### src/rtl/gray_pkg.sv
// Shared Gray-code helpers and types for the Gray switch interface (tx and decoder sides).
package gray_pkg;

  localparam int GRAY_WIDTH_DEFAULT = 4;
  localparam int GRAY_MAX_W         = 32;

  typedef enum logic {IDLE, HOLD} gray_tx_state_t;

  // Callers zero-extend to GRAY_MAX_W and truncate the result back to their width.
  function automatic logic [GRAY_MAX_W-1:0] bin2gray(input logic [GRAY_MAX_W-1:0] bin);
    return bin ^ (bin >> 1);
  endfunction

  function automatic int unsigned gray_popcount(input logic [GRAY_MAX_W-1:0] v);
    int unsigned n;
    n = 0;
    for (int i = 0; i < GRAY_MAX_W; i++) n = n + 32'(v[i]);
    return n;
  endfunction

endpackage

### src/rtl/gray_tx_if.sv
// Handshake and Gray output bundle between the stimulus side (master) and gray_tx (slave).
interface gray_tx_if
  import gray_pkg::*;
#(
  parameter int WIDTH = GRAY_WIDTH_DEFAULT
);
  logic [WIDTH-1:0] bin_in;
  logic             bin_valid;
  logic             bin_ready;
  logic [WIDTH-1:0] gray_out;
  logic             gray_strobe;
  logic             step_err;

  modport master (
    output bin_in, bin_valid,
    input  bin_ready, gray_out, gray_strobe, step_err
  );

  modport slave (
    input  bin_in, bin_valid,
    output bin_ready, gray_out, gray_strobe, step_err
  );
endinterface

### src/rtl/gray_hold_timer.sv
// Hold-time counter: loads HOLD_CYCLES-1 on load, counts down to 0, done while at 0.
module gray_hold_timer
  import gray_pkg::*;
#(
  parameter int HOLD_CYCLES = 3
) (
  input  logic clk,
  input  logic rst_n,
  input  logic load,
  output logic done
);

  if (HOLD_CYCLES > 1) begin : g_cnt
    localparam int CW = $clog2(HOLD_CYCLES);
    logic [CW-1:0] cnt;

    // Counter idles at 0 outside HOLD, so it can free-run down without an enable.
    always_ff @(posedge clk or negedge rst_n) begin
      if (!rst_n)            cnt <= '0;
      else if (load)         cnt <= CW'(HOLD_CYCLES - 1);
      else if (cnt != '0)    cnt <= cnt - 1'b1;
    end

    assign done = (cnt == '0);
  end else begin : g_nocnt
    wire unused_ok = &{1'b0, clk, rst_n, load};
    assign done = 1'b1;
  end

endmodule

### src/rtl/gray_tx.sv
// Gray-code transmitter: accepts binary over valid/ready, holds Gray value HOLD_CYCLES clocks.
// Optional GRAY_STEP_CHECK_EN builds a sticky non-adjacent-step detector on step_err.
module gray_tx
  import gray_pkg::*;
#(
  parameter int WIDTH       = GRAY_WIDTH_DEFAULT,
  parameter int HOLD_CYCLES = 3
) (
  input logic       clk,
  input logic       rst_n,
  gray_tx_if.slave  bus
);

  if (HOLD_CYCLES < 1) begin : g_bad_hold
    $error("gray_tx: HOLD_CYCLES must be >= 1");
  end
  if (WIDTH < 1 || WIDTH > GRAY_MAX_W) begin : g_bad_width
    $error("gray_tx: WIDTH out of range");
  end

  gray_tx_state_t   state;
  logic [WIDTH-1:0] gray_q;
  logic [WIDTH-1:0] gray_next;
  logic             accept;
  logic             done;

  assign accept    = (state == IDLE) && bus.bin_valid;
  assign gray_next = WIDTH'(bin2gray(GRAY_MAX_W'(bus.bin_in)));

  gray_hold_timer #(.HOLD_CYCLES(HOLD_CYCLES)) u_timer (
    .clk   (clk),
    .rst_n (rst_n),
    .load  (accept),
    .done  (done)
  );

  always_ff @(posedge clk or negedge rst_n) begin
    if (!rst_n) begin
      state  <= IDLE;
      gray_q <= '0;
    end else begin
      case (state)
        IDLE: if (bus.bin_valid) begin
          gray_q <= gray_next;
          state  <= HOLD;
        end
        HOLD: if (done) state <= IDLE;
        default: state <= IDLE;
      endcase
    end
  end

`ifdef GRAY_STEP_CHECK_EN
  logic step_err_q;

  // Compare against the value currently on the wire, i.e. the previous accepted code.
  always_ff @(posedge clk or negedge rst_n) begin
    if (!rst_n)
      step_err_q <= 1'b0;
    else if (accept && gray_popcount(GRAY_MAX_W'(gray_next ^ gray_q)) > 1)
      step_err_q <= 1'b1;
  end

  assign bus.step_err = step_err_q;
`else
  assign bus.step_err = 1'b0;
`endif

  assign bus.bin_ready   = (state == IDLE);
  assign bus.gray_out    = gray_q;
  assign bus.gray_strobe = (state == HOLD) && done;

endmodule
### src/flat_wrapper.sv
// flat-port wrapper written by rule: the top's interface ports become plain ports
module gray_tx_flat import gray_pkg::*;
#(
  parameter int WIDTH       = GRAY_WIDTH_DEFAULT,
  parameter int HOLD_CYCLES = 3
)
  (clk, rst_n, bus_bin_in, bus_bin_valid, bus_bin_ready, bus_gray_out, bus_gray_strobe, bus_step_err);
  gray_tx_if #(.WIDTH(WIDTH)) bus_i ();
  input logic clk;
  input logic rst_n;
  input wire logic [$bits(bus_i.bin_in)-1:0] bus_bin_in;
  input wire logic [$bits(bus_i.bin_valid)-1:0] bus_bin_valid;
  output wire logic [$bits(bus_i.bin_ready)-1:0] bus_bin_ready;
  output wire logic [$bits(bus_i.gray_out)-1:0] bus_gray_out;
  output wire logic [$bits(bus_i.gray_strobe)-1:0] bus_gray_strobe;
  output wire logic [$bits(bus_i.step_err)-1:0] bus_step_err;
  assign bus_i.bin_in = bus_bin_in;
  assign bus_i.bin_valid = bus_bin_valid;
  assign bus_bin_ready = bus_i.bin_ready;
  assign bus_gray_out = bus_i.gray_out;
  assign bus_gray_strobe = bus_i.gray_strobe;
  assign bus_step_err = bus_i.step_err;
  gray_tx #(.WIDTH(WIDTH), .HOLD_CYCLES(HOLD_CYCLES)) u_core (.clk(clk), .rst_n(rst_n), .bus(bus_i));
endmodule
### config.mk
export PLATFORM = sky130hd
export DESIGN_NAME = gray_tx_flat
export DESIGN_NICKNAME = d
export VERILOG_FILES = /design/src/rtl/gray_pkg.sv /design/src/rtl/gray_tx_if.sv /design/src/rtl/gray_hold_timer.sv /design/src/rtl/gray_tx.sv /design/src/flat_wrapper.sv
export SDC_FILE = /design/constraint.sdc
export NUM_CORES = 1
export LEC_CHECK = 0
export ABC_AREA = 0
export CAP_MARGIN = 20
export CORE_UTILIZATION = 25
export CTS_BUF_LIST = sky130_fd_sc_hd__clkbuf_4
export CTS_CLUSTER_SIZE = 24
export DETAILED_ROUTE_END_ITERATION = 7
export PLACE_DENSITY_LB_ADDON = 0.05
export SLEW_MARGIN = 10
export SYNTH_ARGS = -nofsm -noshare
export SYNTH_HDL_FRONTEND = slang
export SYNTH_SLANG_ARGS = --single-unit
### constraint.sdc
create_clock -name clk -period 1.1 [get_ports clk]
set_clock_uncertainty 0.05 [all_clocks]
set_input_delay 0.22 -clock clk [delete_from_list [all_inputs] [get_ports clk]]
set_output_delay 0.22 -clock clk [all_outputs]
set_load 0.05 [all_outputs]
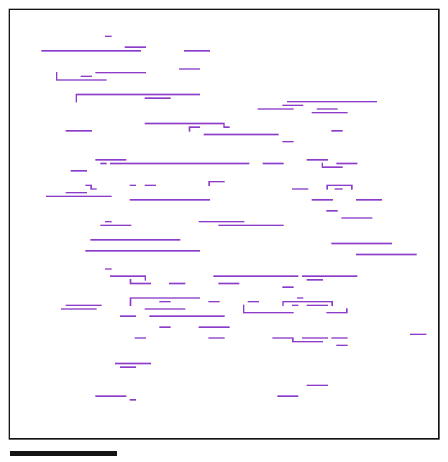
(signal wires on met1)
Bar = 10 um.
wire length on this layer: 277 um
nets with wire on the layer: 49
share of all routed wire: 41%

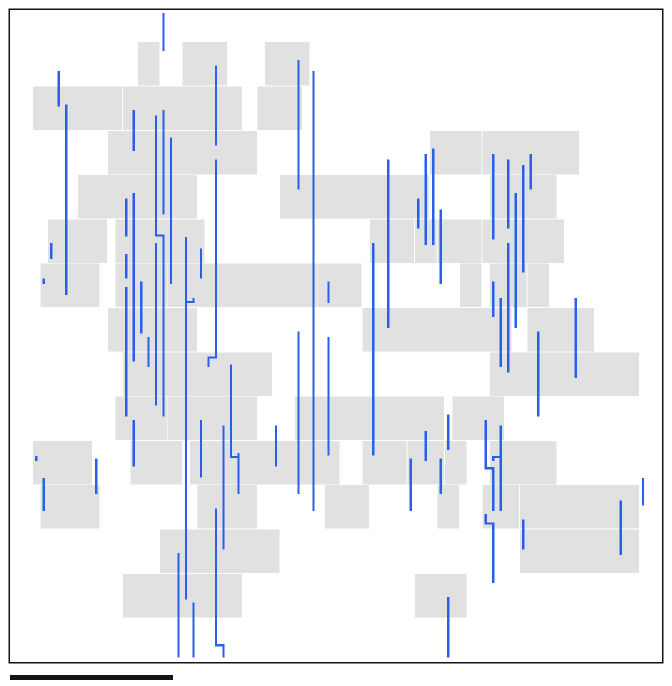
(M2 wires)
Bar = 10 um.
wire length on this layer: 357 um
nets with wire on the layer: 57
main direction: vertical

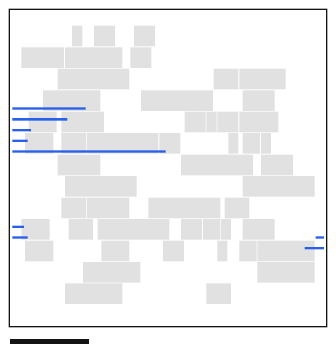
(met3 routing)
Bar = 10 um.
share of all routed wire: 6.5%
wire length on this layer: 44.1 um

==> results_dict.tcl <==
# implementation run metrics
set metrics [dict create \
    run_status "complete, but fails checks" \
    failed_checks "setup timing" \
    type_of_origin_of_the_critical_path "register" \
    clock-sinks 7 \
    worst_path_largest_cell_delay_ps 380 \
    timing_hold_violations_final 0 \
    setup_repair_after_global_routing_missed_its_margin "yes" \
    cts.root.buffer_cell "sky130_fd_sc_hd__clkbuf_4" \
    final_cell_count_no_fill 66 \
    layout_clock_area_share_pct 4.50 \
    postSynthRegisterBits 7 \
    clk_pin_slew_ps 50 \
    share_of_layout_cells_above_drive_strength_1_pct 56.9 \
    post_dr_vias_cell 4.12 \
    fin_tns_setup_ps -558 \
    floorplan.rows 13 \
    synth.yosys.seq_area_share_pct 48.4 \
    worst-path-stages 4 \
    final.signal_buffer_count 19 \
    setup_slack_ps -276 \
    syn_to_final_growth_pct 84.4 \
    filler_cell_count 116 \
    tool_warnings 29 \
    synth.comb.largest_family "multiplexers" \
    postSynthAreaPerCell_um2 12.1 \
    flip_flop_count_of_the_largest_register_all_copies_and_words_added 4 \
    grt_overflow_total 0 \
    n_tap_cell 15 \
    final-seq-area_um2 175 \
    synth.top_cells.by_count "sky130_fd_sc_hd__dfrtp_1, sky130_fd_sc_hd__mux2_4, sky130_fd_sc_hd__xor2_1" \
    netlist_top_cells_area "sky130_fd_sc_hd__dfrtp_1, sky130_fd_sc_hd__mux2_4, sky130_fd_sc_hd__xor2_1" \
    setup_violating_endpoint_count_in_the_final_report 9 \
    non_clock_buffers_area_share_pct 36.4 \
    critical_path_peak_fanout 2 \
    layout.clock_buffers 4 \
    netlist.top_cell.by_instances "sky130_fd_sc_hd__dfrtp_1" \
    leakage_power_summed_over_all_cells_uw 0.000314 \
    reg2reg_from "u_core.u_timer.g_cnt.cnt[0]" \
    clock_tree.htree_level_count 1 \
    post_dp_cell_area_um2 584 \
    power_frac_comb_pct 67.6 \
    layout.cells.largest_class "buffers" \
    drt-met1-wl_um 277 \
    drt-pass1-iter-count 1 \
    placeable_core_region_mm2 0.00132 \
]
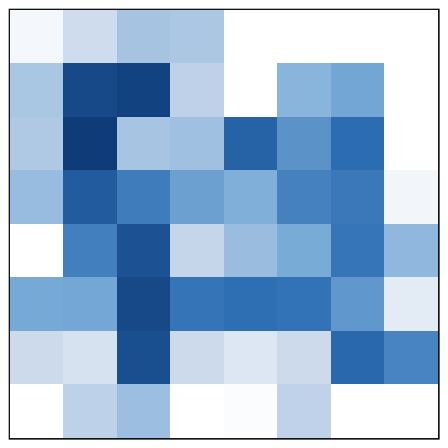
(cell density map)
8 x 8 tiles, from white (low) to dark blue (high), 0 to 100% covered.
tiles over 75% full: 16%
fullest tile: 96%
emptiest ninth of the die: top right

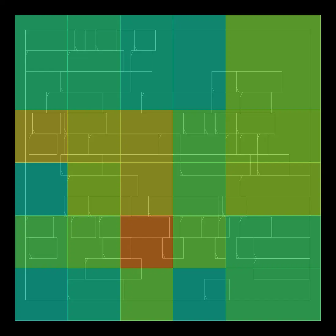
(routing congestion map)
All-Layer GR Usage: 11.8%
routing usage on met3: 4.44%
met2 track demand over resource in global routing: 20.2%
layer carrying the most global-route usage: met2
GR Layer Usage met1: 11.7%

